### Placement by cell class, run 1

Fill, decap, tap and diode cells in gray.
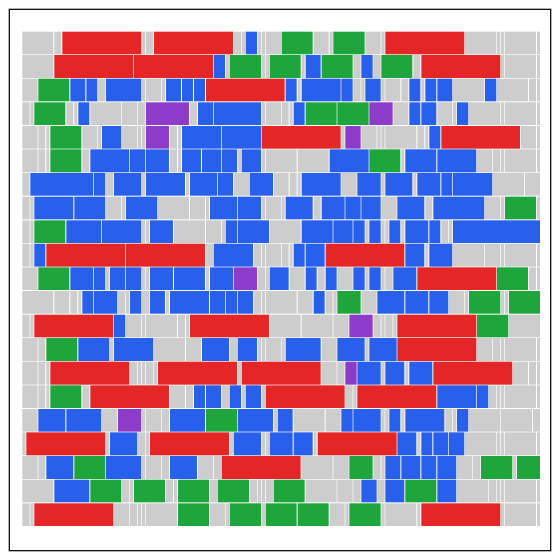
### Routed metal per tile, run 1

12 x 12 tiles, from dark blue (low) to red (high), scaled to the fullest tile. Values are wire area over tile area, all layers added.
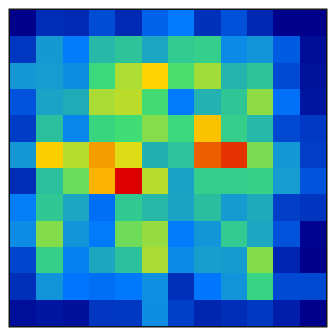
### Cell outlines without signal wires, run 1

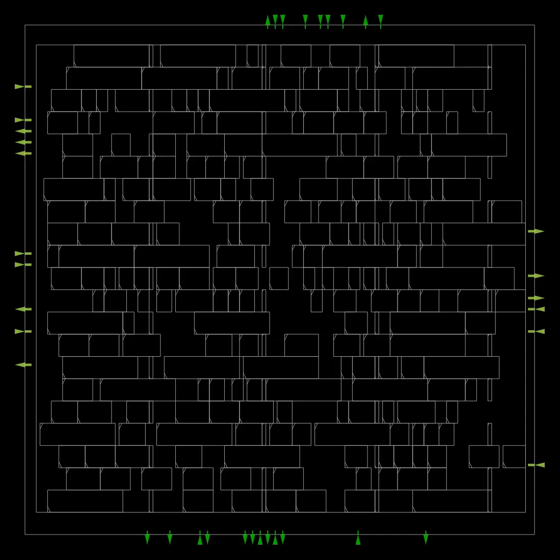
### Floorplan with the power grid, run 1

Scale bar: 20 µm. Pins as bars on the die edge. Tap cells in gray.
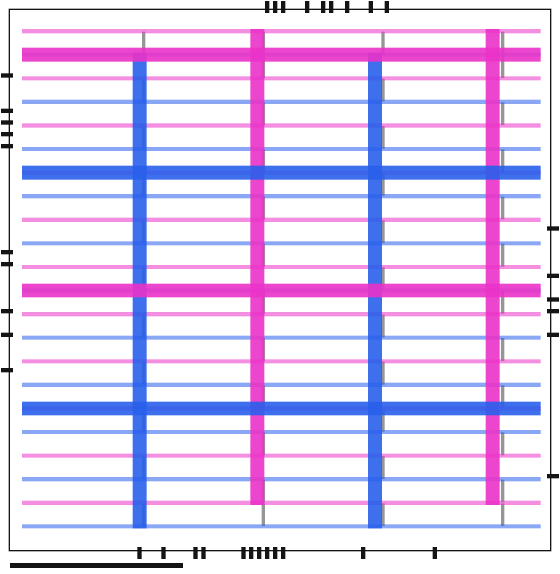
File: config.mk
export PLATFORM = sky130hd
export DESIGN_NAME = sequential_divider_flat
export DESIGN_NICKNAME = d
export VERILOG_FILES = /design/src/rtl/divider_pkg.sv /design/src/rtl/sequential_divider_if.sv /design/src/rtl/sequential_divider_datapath.sv /design/src/rtl/sequential_divider.sv /design/src/flat_wrapper.sv
export SDC_FILE = /design/constraint.sdc
export NUM_CORES = 1
export LEC_CHECK = 0
export CORE_UTILIZATION = 52
export DETAILED_ROUTE_END_ITERATION = 8
export PLACE_DENSITY_LB_ADDON = 0.08
export SKIP_LAST_GASP = 1
export SLEW_MARGIN = 20
export SYNTH_ARGS = -nofsm -noshare
export SYNTH_HDL_FRONTEND = slang
export SYNTH_HIERARCHICAL = 1
export SYNTH_SLANG_ARGS = --single-unit
File: constraint.sdc
create_clock -name clock -period 3.6 [get_ports clock]
set_clock_uncertainty 0.05 [all_clocks]
set_input_delay 0.9 -clock clock [delete_from_list [all_inputs] [get_ports clock]]
set_output_delay 0.9 -clock clock [all_outputs]
set_load 0.005 [all_outputs]
File: src/rtl/divider_pkg.sv
// Shared types and constants for the sequential restoring divider.
package divider_pkg;

    localparam int DIV_DEFAULT_WIDTH = 8;

    typedef enum logic [1:0] {
        IDLE    = 2'd0,
        WORKING = 2'd1,
        DONE    = 2'd2
    } div_state_t;

endpackage

File: src/rtl/sequential_divider_if.sv
// Start/ready handshake bundle shared by the arithmetic unit and the divider.
interface sequential_divider_if #(parameter int WIDTH = 8);

    logic             start;
    logic [WIDTH-1:0] dividend;
    logic [WIDTH-1:0] divisor;
    logic             ready;
    logic [WIDTH-1:0] quotient;
    logic [WIDTH-1:0] remainder;
    logic             divide_by_zero;

    modport master (
        output start, dividend, divisor,
        input  ready, quotient, remainder, divide_by_zero
    );

    modport slave (
        input  start, dividend, divisor,
        output ready, quotient, remainder, divide_by_zero
    );

endinterface

File: src/rtl/sequential_divider_datapath.sv
// A/Q/M registers, trial subtractor and restore mux of the restoring divider.
module divider_datapath #(
    parameter int WIDTH = 8
) (
    input  logic             clock,
    input  logic             reset_n,
    input  logic             i_do_init,
    input  logic             i_do_shift,
    input  logic             i_do_load_dbz,
    input  logic [WIDTH-1:0] i_dividend,
    input  logic [WIDTH-1:0] i_divisor,
    output logic [WIDTH-1:0] o_quotient,
    output logic [WIDTH-1:0] o_remainder,
    output logic             o_divide_by_zero
);

    // A's top bit is always 0 between iterations (A < M), so only its low
    // WIDTH bits are stored; the shift and trial subtract run WIDTH+1 wide.
    logic [WIDTH-1:0] r_a;
    logic [WIDTH-1:0] r_q;
    logic [WIDTH-1:0] r_m;
    logic             r_dbz;

    logic [WIDTH:0] w_a_shifted;
    logic [WIDTH:0] w_trial;

    assign w_a_shifted = {r_a, r_q[WIDTH-1]};
    assign w_trial     = w_a_shifted - {1'b0, r_m};

    always_ff @(posedge clock or negedge reset_n) begin
        if (!reset_n) begin
            r_a   <= '0;
            r_q   <= '0;
            r_m   <= '0;
            r_dbz <= 1'b0;
        end else if (i_do_init) begin
            r_m   <= i_divisor;
            r_dbz <= i_do_load_dbz;
            if (i_do_load_dbz) begin
                r_a <= i_dividend;
                r_q <= '1;
            end else begin
                r_a <= '0;
                r_q <= i_dividend;
            end
        end else if (i_do_shift) begin
            if (!w_trial[WIDTH]) begin
                r_a <= w_trial[WIDTH-1:0];
                r_q <= {r_q[WIDTH-2:0], 1'b1};
            end else begin
                r_a <= w_a_shifted[WIDTH-1:0];
                r_q <= {r_q[WIDTH-2:0], 1'b0};
            end
        end
    end

    assign o_quotient       = r_q;
    assign o_remainder      = r_a;
    assign o_divide_by_zero = r_dbz;

endmodule

File: src/rtl/sequential_divider.sv
// Unsigned restoring divider: control FSM and iteration counter; one quotient bit per clock.
module sequential_divider
    import divider_pkg::*;
#(
    parameter int WIDTH = DIV_DEFAULT_WIDTH
) (
    input  logic               clock,
    input  logic               reset_n,
    sequential_divider_if.slave bus
);

    localparam int                CNT_W    = $clog2(WIDTH);
    localparam logic [CNT_W-1:0]  CNT_LAST = CNT_W'(WIDTH - 1);

    div_state_t       r_state;
    logic [CNT_W-1:0] r_cnt;

    logic w_do_init;
    logic w_do_shift;
    logic w_do_load_dbz;

    // Operands are only looked at while not iterating, so mid-op changes are inert.
    assign w_do_init     = (r_state != WORKING) && bus.start;
    assign w_do_load_dbz = w_do_init && (bus.divisor == '0);
    assign w_do_shift    = (r_state == WORKING);

    always_ff @(posedge clock or negedge reset_n) begin
        if (!reset_n) begin
            r_state <= IDLE;
            r_cnt   <= '0;
        end else begin
            case (r_state)
                IDLE, DONE: begin
                    if (w_do_init) begin
                        r_cnt   <= CNT_LAST;
                        r_state <= w_do_load_dbz ? DONE : WORKING;
                    end
                end
                WORKING: begin
                    if (r_cnt == '0) begin
                        r_state <= DONE;
                    end else begin
                        r_cnt <= r_cnt - 1'b1;
                    end
                end
                default: r_state <= IDLE;
            endcase
        end
    end

    assign bus.ready = (r_state == DONE);

    divider_datapath #(.WIDTH(WIDTH)) u_datapath (
        .clock            (clock),
        .reset_n          (reset_n),
        .i_do_init        (w_do_init),
        .i_do_shift       (w_do_shift),
        .i_do_load_dbz    (w_do_load_dbz),
        .i_dividend       (bus.dividend),
        .i_divisor        (bus.divisor),
        .o_quotient       (bus.quotient),
        .o_remainder      (bus.remainder),
        .o_divide_by_zero (bus.divide_by_zero)
    );

endmodule

File: src/flat_wrapper.sv
// flat-port wrapper written by rule: the top's interface ports become plain ports
module sequential_divider_flat import divider_pkg::*;
#(
    parameter int WIDTH = DIV_DEFAULT_WIDTH
)
  (clock, reset_n, bus_start, bus_dividend, bus_divisor, bus_ready, bus_quotient, bus_remainder, bus_divide_by_zero);
  sequential_divider_if #(.WIDTH(WIDTH)) bus_i ();
  input  logic clock;
  input  logic reset_n;
  input wire logic [$bits(bus_i.start)-1:0] bus_start;
  input wire logic [$bits(bus_i.dividend)-1:0] bus_dividend;
  input wire logic [$bits(bus_i.divisor)-1:0] bus_divisor;
  output wire logic [$bits(bus_i.ready)-1:0] bus_ready;
  output wire logic [$bits(bus_i.quotient)-1:0] bus_quotient;
  output wire logic [$bits(bus_i.remainder)-1:0] bus_remainder;
  output wire logic [$bits(bus_i.divide_by_zero)-1:0] bus_divide_by_zero;
  assign bus_i.start = bus_start;
  assign bus_i.dividend = bus_dividend;
  assign bus_i.divisor = bus_divisor;
  assign bus_ready = bus_i.ready;
  assign bus_quotient = bus_i.quotient;
  assign bus_remainder = bus_i.remainder;
  assign bus_divide_by_zero = bus_i.divide_by_zero;
  sequential_divider #(.WIDTH(WIDTH)) u_core (.clock(clock), .reset_n(reset_n), .bus(bus_i));
endmodule
==> metrics.csv, run 1 <==
stage,metric,value,unit
clocking,h-tree-depth,2,
placement,globalplace.congestion,0.840,
clocking,clk_latency,0.33,ns
worst_setup_path,critPathLaunchType,register,
global_routing,grt_util_all_layers,24.6,%
hold_path,hp-class,register to register,
worst_setup_path,arrival,3.26,ns
final_timing,min_period,3.07,ns
clocking,cts_setup_buffers,0,
pwr,comb_power_share,66.1,%
finish,syn_to_final_growth,24.7,%
floorplanning,core,3420,µm²
pwr,pwr-share-clk,8.4,%
global_routing,grt_pass1_wl,7.41,mm
run_status,outcome,"finished, final reports clean",
floorplanning,fp_util,55.3,%
logic_synthesis,synth_nets,223,
floorplanning,ios,37,
global_routing,grt_max_degree,45,
final_timing,report.final.slew_viol_count,0,
logic_synthesis,top_cell_area_share,39.7,%
pwr,power.leakage,1.01,nW
clocking,cts_buffers,5,
finish,final_core_util,69.0,%
floorplanning,rows,21,
floorplanning,die-width,62.3,µm
logic_synthesis,synth_seq_share,39.7,%
worst_setup_path,end_kind,register,
final_timing,rsz0062_at_grt,no,
routing,drt-wirelength-per-cell,15.7,µm
logic_synthesis,ys_types,38,
logic_synthesis,yosysTopAreaCell,dfrtp_1,
worst_setup_path,critPathKind,register to register,
worst_setup_path,critPathMaxFanout,10,
global_routing,antenna_found_initial,0,
global_routing,grt-ovfl-total,0,
worst_setup_path,r2r_cells,10,
Notes on 'Placement by cell class' above:
Blue shows remaining logic cells, cells 153, share of their area 48%. Red shows registers, cells 30, share of their area 33%. Purple shows clock drivers and dummy loads, cells 8, share of their area 2.6%. Green shows remaining buffers and delay cells, cells 39, share of their area 17%.

Notes on 'Routed metal per tile' above:
The mean over all tiles is 0.17. The fullest tile reaches 0.52. 4.2% of the tiles are nearly empty. 19% of the tiles are over half the peak. The densest ninth of the die: center.

Notes on 'Cell outlines without signal wires' above:
Flops: 30
Filler cells: 290
Seq/total area: 31.9%

Notes on 'Floorplan with the power grid' above:
Magenta shows VDD. Blue shows VSS.
The core has 21 rows. 4 straps on met5. 4 straps on met4. 46 tap cells. 37 signal pins sit on the boundary.

## run 1: logic make-up (layout without fill, tap and decap cells)
logic type | after synthesis | count (layout)
AOI/OAI and AO/OA | 54 | 54
and+or+nand+nor | 54 | 54
DFF | 30 | 30
buffers and inverters | 23 | 60
muxes | 14 | 14
adders and majority gates | 11 | 11
xor gates and xnor gates | 7 | 7
## run 1: worst max-delay path, cell delays in order (launching register included)
cell and delay, ns:
dfrtp_1 0.39, inv_1 0.11, ha_1 0.19, inv_1 0.06
fa_1 0.41, a21o_1 0.21, a221oi_2 0.45, a21oi_4 0.13
xnor2_4 0.39, mux2_2 0.39, o31ai_1 0.20
## run 1: Yosys cell counts (all sizes together) (4+ instances only)
| cell | count |
|---|---|
| o22a | 6 |
| xnor2 | 4 |
| nor2b | 7 |
| mux2 | 8 |
| inv | 13 |
| buf | 4 |
| clkbuf | 6 |
| o31ai | 8 |
| mux2i | 6 |
| a31oi | 7 |
| nor3b | 7 |
| ha | 10 |
| nor2 | 11 |
| o21ai | 13 |
| a21oi | 9 |
| dfrtp | 30 |
| nand2 | 18 |
## run 1: placed cells by master, fill, tap and decap left out, types with 2 or more instances in the layout
cell,count
nand2_1,18
dfrtp_1,30
mux2_2,8
or3_1,2
o21ai_0,13
nor2_1,11
a21o_1,3
nor2b_1,5
a211oi_1,2
o22a_1,6
and3_1,2
nor2b_2,2
nor3_1,2
buf_4,3
mux2i_1,6
ha_1,10
inv_1,13
clkbuf_4,5
xor2_1,3
a31oi_1,7
nor4_2,2
a21oi_1,8
clkdlybuf4s50_1,36
nor3b_1,7
o31ai_2,4
o31ai_1,4
xnor2_1,3
## run 1: metal layers
layer	GRT usage [%]	vias up	routed length [µm]
met1	33.1	739	1950
met4	10.2	0	40
met2	38.3	40	2130
met5	0	-	0
met3	5.15	4	206
li1	-	759	-
## run 1: per-stage QoR
stage,power (mW),std cells,hold WS [ns]
2_1_floorplan,1.88,193,0.406
3_3_place_gp,2.27,268,0.427
3_5_place_dp,2.33,268,0.453
4_1_cts,2.55,276,0.466
5_1_grt,2.77,276,0.520
6_report,2.55,276,0.465
## run 1: flip-flops by register name (all words and copies together), names as in the netlist
| name | count |
|---|---|
| u_core/u_datapath/o_divide_by_zero | 1 |
| u_core/r_cnt | 3 |
| u_core/u_datapath/o_quotient | 8 |
| u_core/u_datapath/o_remainder | 8 |
| u_core/u_datapath/r_m | 8 |
| u_core/r_state | 2 |
## run 1: final cells by class
type,instances,area [µm²]
Timing Repair Buffer,39,383
Clock inverter,1,5.00
Clock buffer,7,55.1
Tap cell,46,57.6
Multi-Input combinational cell,140,1060
Inverter,13,48.8
Sequential cell,30,751
Fill cell,290,1060
## run 1: power groups by stage
stage / sequential, mW / clock [mW] / combinational (mW)
after floorplan: 0.626 / 0 / 1.25
after global placement: 0.650 / 0 / 1.62
after detailed placement: 0.660 / 0 / 1.67
after CTS: 0.653 / 0.220 / 1.68
after global routing: 0.679 / 0.234 / 1.85
final: 0.650 / 0.214 / 1.68
### I/O nets highlighted, run 1

Scale bar: 20 µm.
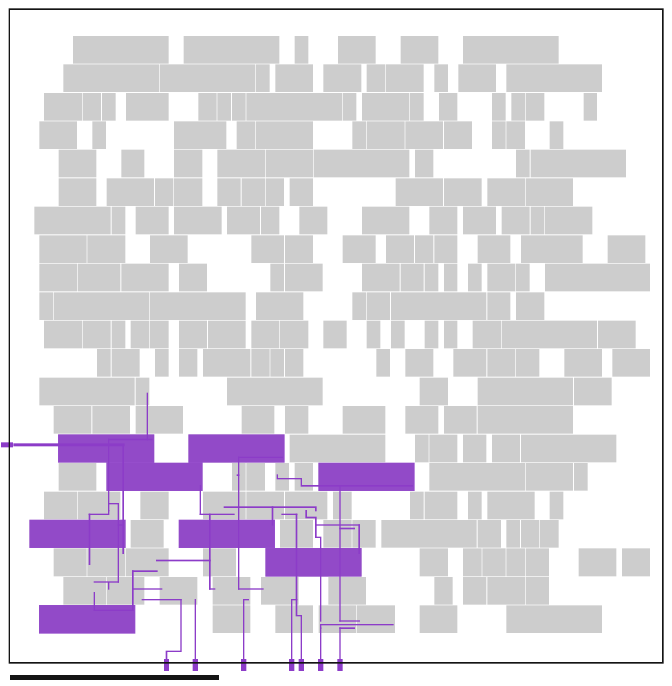

==> run 2: changes to the inputs <==
- CORE_UTILIZATION: 52 -> 63
- DONT_BUFFER_PORTS: unset -> 1
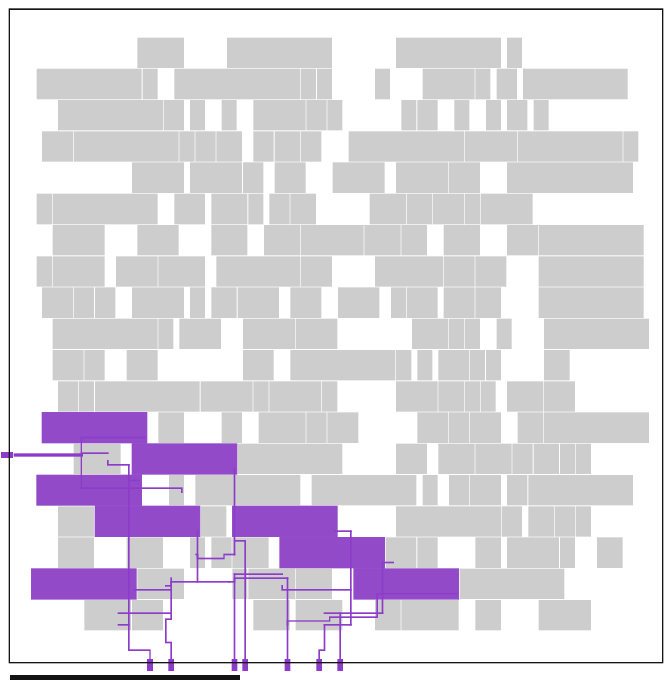
*I/O nets highlighted, run 2*
Scale bar: 20 µm.
Purple shows bus_quotient, bits 8, direction output, edge 7 bottom, 1 left, end cells 8, buffers 0, wire 176 µm.

==> metrics.csv, run 2 <==
stage,metric,value,unit
finish,fill_cells,216,
final_timing,rsz0062_at_grt,no,
logic_synthesis,ys_types,38,
final_timing,report.final.slew_viol_count,0,
routing,drt-wirelength-per-cell,17.5,µm
final_timing,fmax,338,MHz
logic_synthesis,top_cell,dfrtp_1,
worst_setup_path,end_kind,register,
clocking,clk_latency,0.34,ns
worst_setup_path,arrival,3.17,ns
floorplanning,ios,37,
floorplanning,core,2810,µm²
global_routing,grt_max_degree,45,
clocking,h-tree-depth,2,
final_timing,min_period,2.96,ns
worst_setup_path,critPathMaxFanout,10,
finish,lay_top_count,dfrtp_1,
logic_synthesis,synth_seq_share,39.7,%
global_routing,grt_pass1_wl,6.49,mm
finish,nets,222,
global_routing,antenna_found_initial,0,
clocking,cts_buffers,5,
final_timing,final_hold_viol_count,0,
worst_setup_path,critPathKind,register to register,
final_timing,slew_headroom,71.3,%
pwr,power.leakage,0.892,nW
floorplanning,rows,19,
placement,globalplace.congestion,0.827,
worst_setup_path,critPathLaunchType,register,
worst_setup_path,r2r_cells,10,
logic_synthesis,synth_nets,223,
floorplanning,fp_util,67.4,%
logic_synthesis,top_cells_by_count,"dfrtp_1 (30), nand2_1 (18), inv_1 (13), o21ai_0 (13), nor2_1 (11)",
global_routing,grt_pass1_vias,1407,
run_status,failed_checks,design-rule violations,
final_timing,fin_setup_tns,0,ns
logic_synthesis,syn-cell-area,1890,µm²
floorplanning,die-width,56.8,µm
finish,syn_to_final_growth,6.95,%
logic_synthesis,top_cell_area_share,39.7,%
routing,drcViolationCount,2,
logic_synthesis,edf_count,0,
logic_synthesis,yosysTopAreaCell,dfrtp_1,
run_status,outcome,"finished, violations left",
finish,layout_top_cells,"dfrtp_1 (30), nand2_1 (18), inv_1 (13), o21ai_0 (13), nor2_1 (11)",
clocking,clock-root-buffer,clkbuf_4,
global_routing,grt_util_all_layers,26.9,%
clocking,cts_setup_buffers,0,
clocking,clock-sinks,30,
global_routing,grt-ovfl-total,0,
final_timing,whs,0.182,ns
hold_path,hp-class,primary input to async pin,
worst_setup_path,crit_start,u_core/u_datapath/o_quotient[7],
## run 2: kinds of logic (layout without fill, tap and decap cells)
family	after synthesis	count (layout)	synth area share (%)
AOI/OAI and AO/OA	54	54	20.8
adders and majority gates	11	11	7.68
buffers and inverters	23	23	4.64
xor gates and xnor gates	7	7	4.24
and+or+nand+nor	54	54	15.0
muxes	14	14	7.95
DFF	30	30	39.7
## run 2: worst min-delay path by stage
stage | slack (ns) | depth (start not counted) | endpoint
floorplan | 0.41 | 1 | u_core/r_cnt[0]
global placement | 0.43 | 1 | u_core/r_cnt[0]
detailed placement | 0.44 | 1 | u_core/r_cnt[0]
CTS | 0.17 | 0 | u_core/u_datapath/o_remainder[3]
global route | 0.16 | 0 | u_core/r_cnt[2]
finish | 0.18 | 0 | u_core/u_datapath/o_quotient[4]
## run 2: critical path, cell delays in order (launching register included)
cell      delay, ns
dfrtp_1        0.42
inv_1          0.12
ha_1           0.18
inv_1          0.06
fa_1           0.40
a21o_1         0.20
a221oi_2       0.39
a21oi_4        0.13
xnor2_4        0.36
mux2_2         0.39
o31ai_1        0.19
## run 2: cell type report
| class | count | area [µm²] | area share, % |
|---|---|---|---|
| sequential | 30 | 751 | 37.2 |
| clock buffer | 6 | 51.3 | 2.54 |
| timing repair buffer | 2 | 15.0 | 0.743 |
| inverter | 13 | 48.8 | 2.41 |
| tap | 31 | 38.8 | 1.92 |
| multi-input combinational | 140 | 1060 | 52.3 |
| clock inverter | 2 | 60.1 | 2.97 |
## run 2: power breakdown
group	internal [mW]	leakage [nW]	switching, mW
clock	0.235	0.0585	0.123
sequential	0.510	0.358	0.168
combinational	0.718	0.475	0.751
## run 2: layer usage
layer,global-route usage [%],wire (µm)
met1,32.6,1700
met2,45.2,1980
met3,8.29,168
met4,9.76,75
met5,0,0
## run 2: per-stage QoR
| stage | setup slack [ns] | power [mW] | util [%] | cells |
|---|---|---|---|---|
| 2_1_floorplan | 0.929 | 1.88 | - | 193 |
| 3_3_place_gp | 0.797 | 2.06 | 68.1 | 216 |
| 3_5_place_dp | 0.699 | 2.14 | 68.1 | 216 |
| 4_1_cts | 0.677 | 2.50 | 72.0 | 224 |
| 5_1_grt | 0.539 | 2.69 | 72.0 | 224 |
| 6_report | 0.641 | 2.50 | 72.0 | 224 |
No activity file was given, so power comes from the tool's default toggle rates.
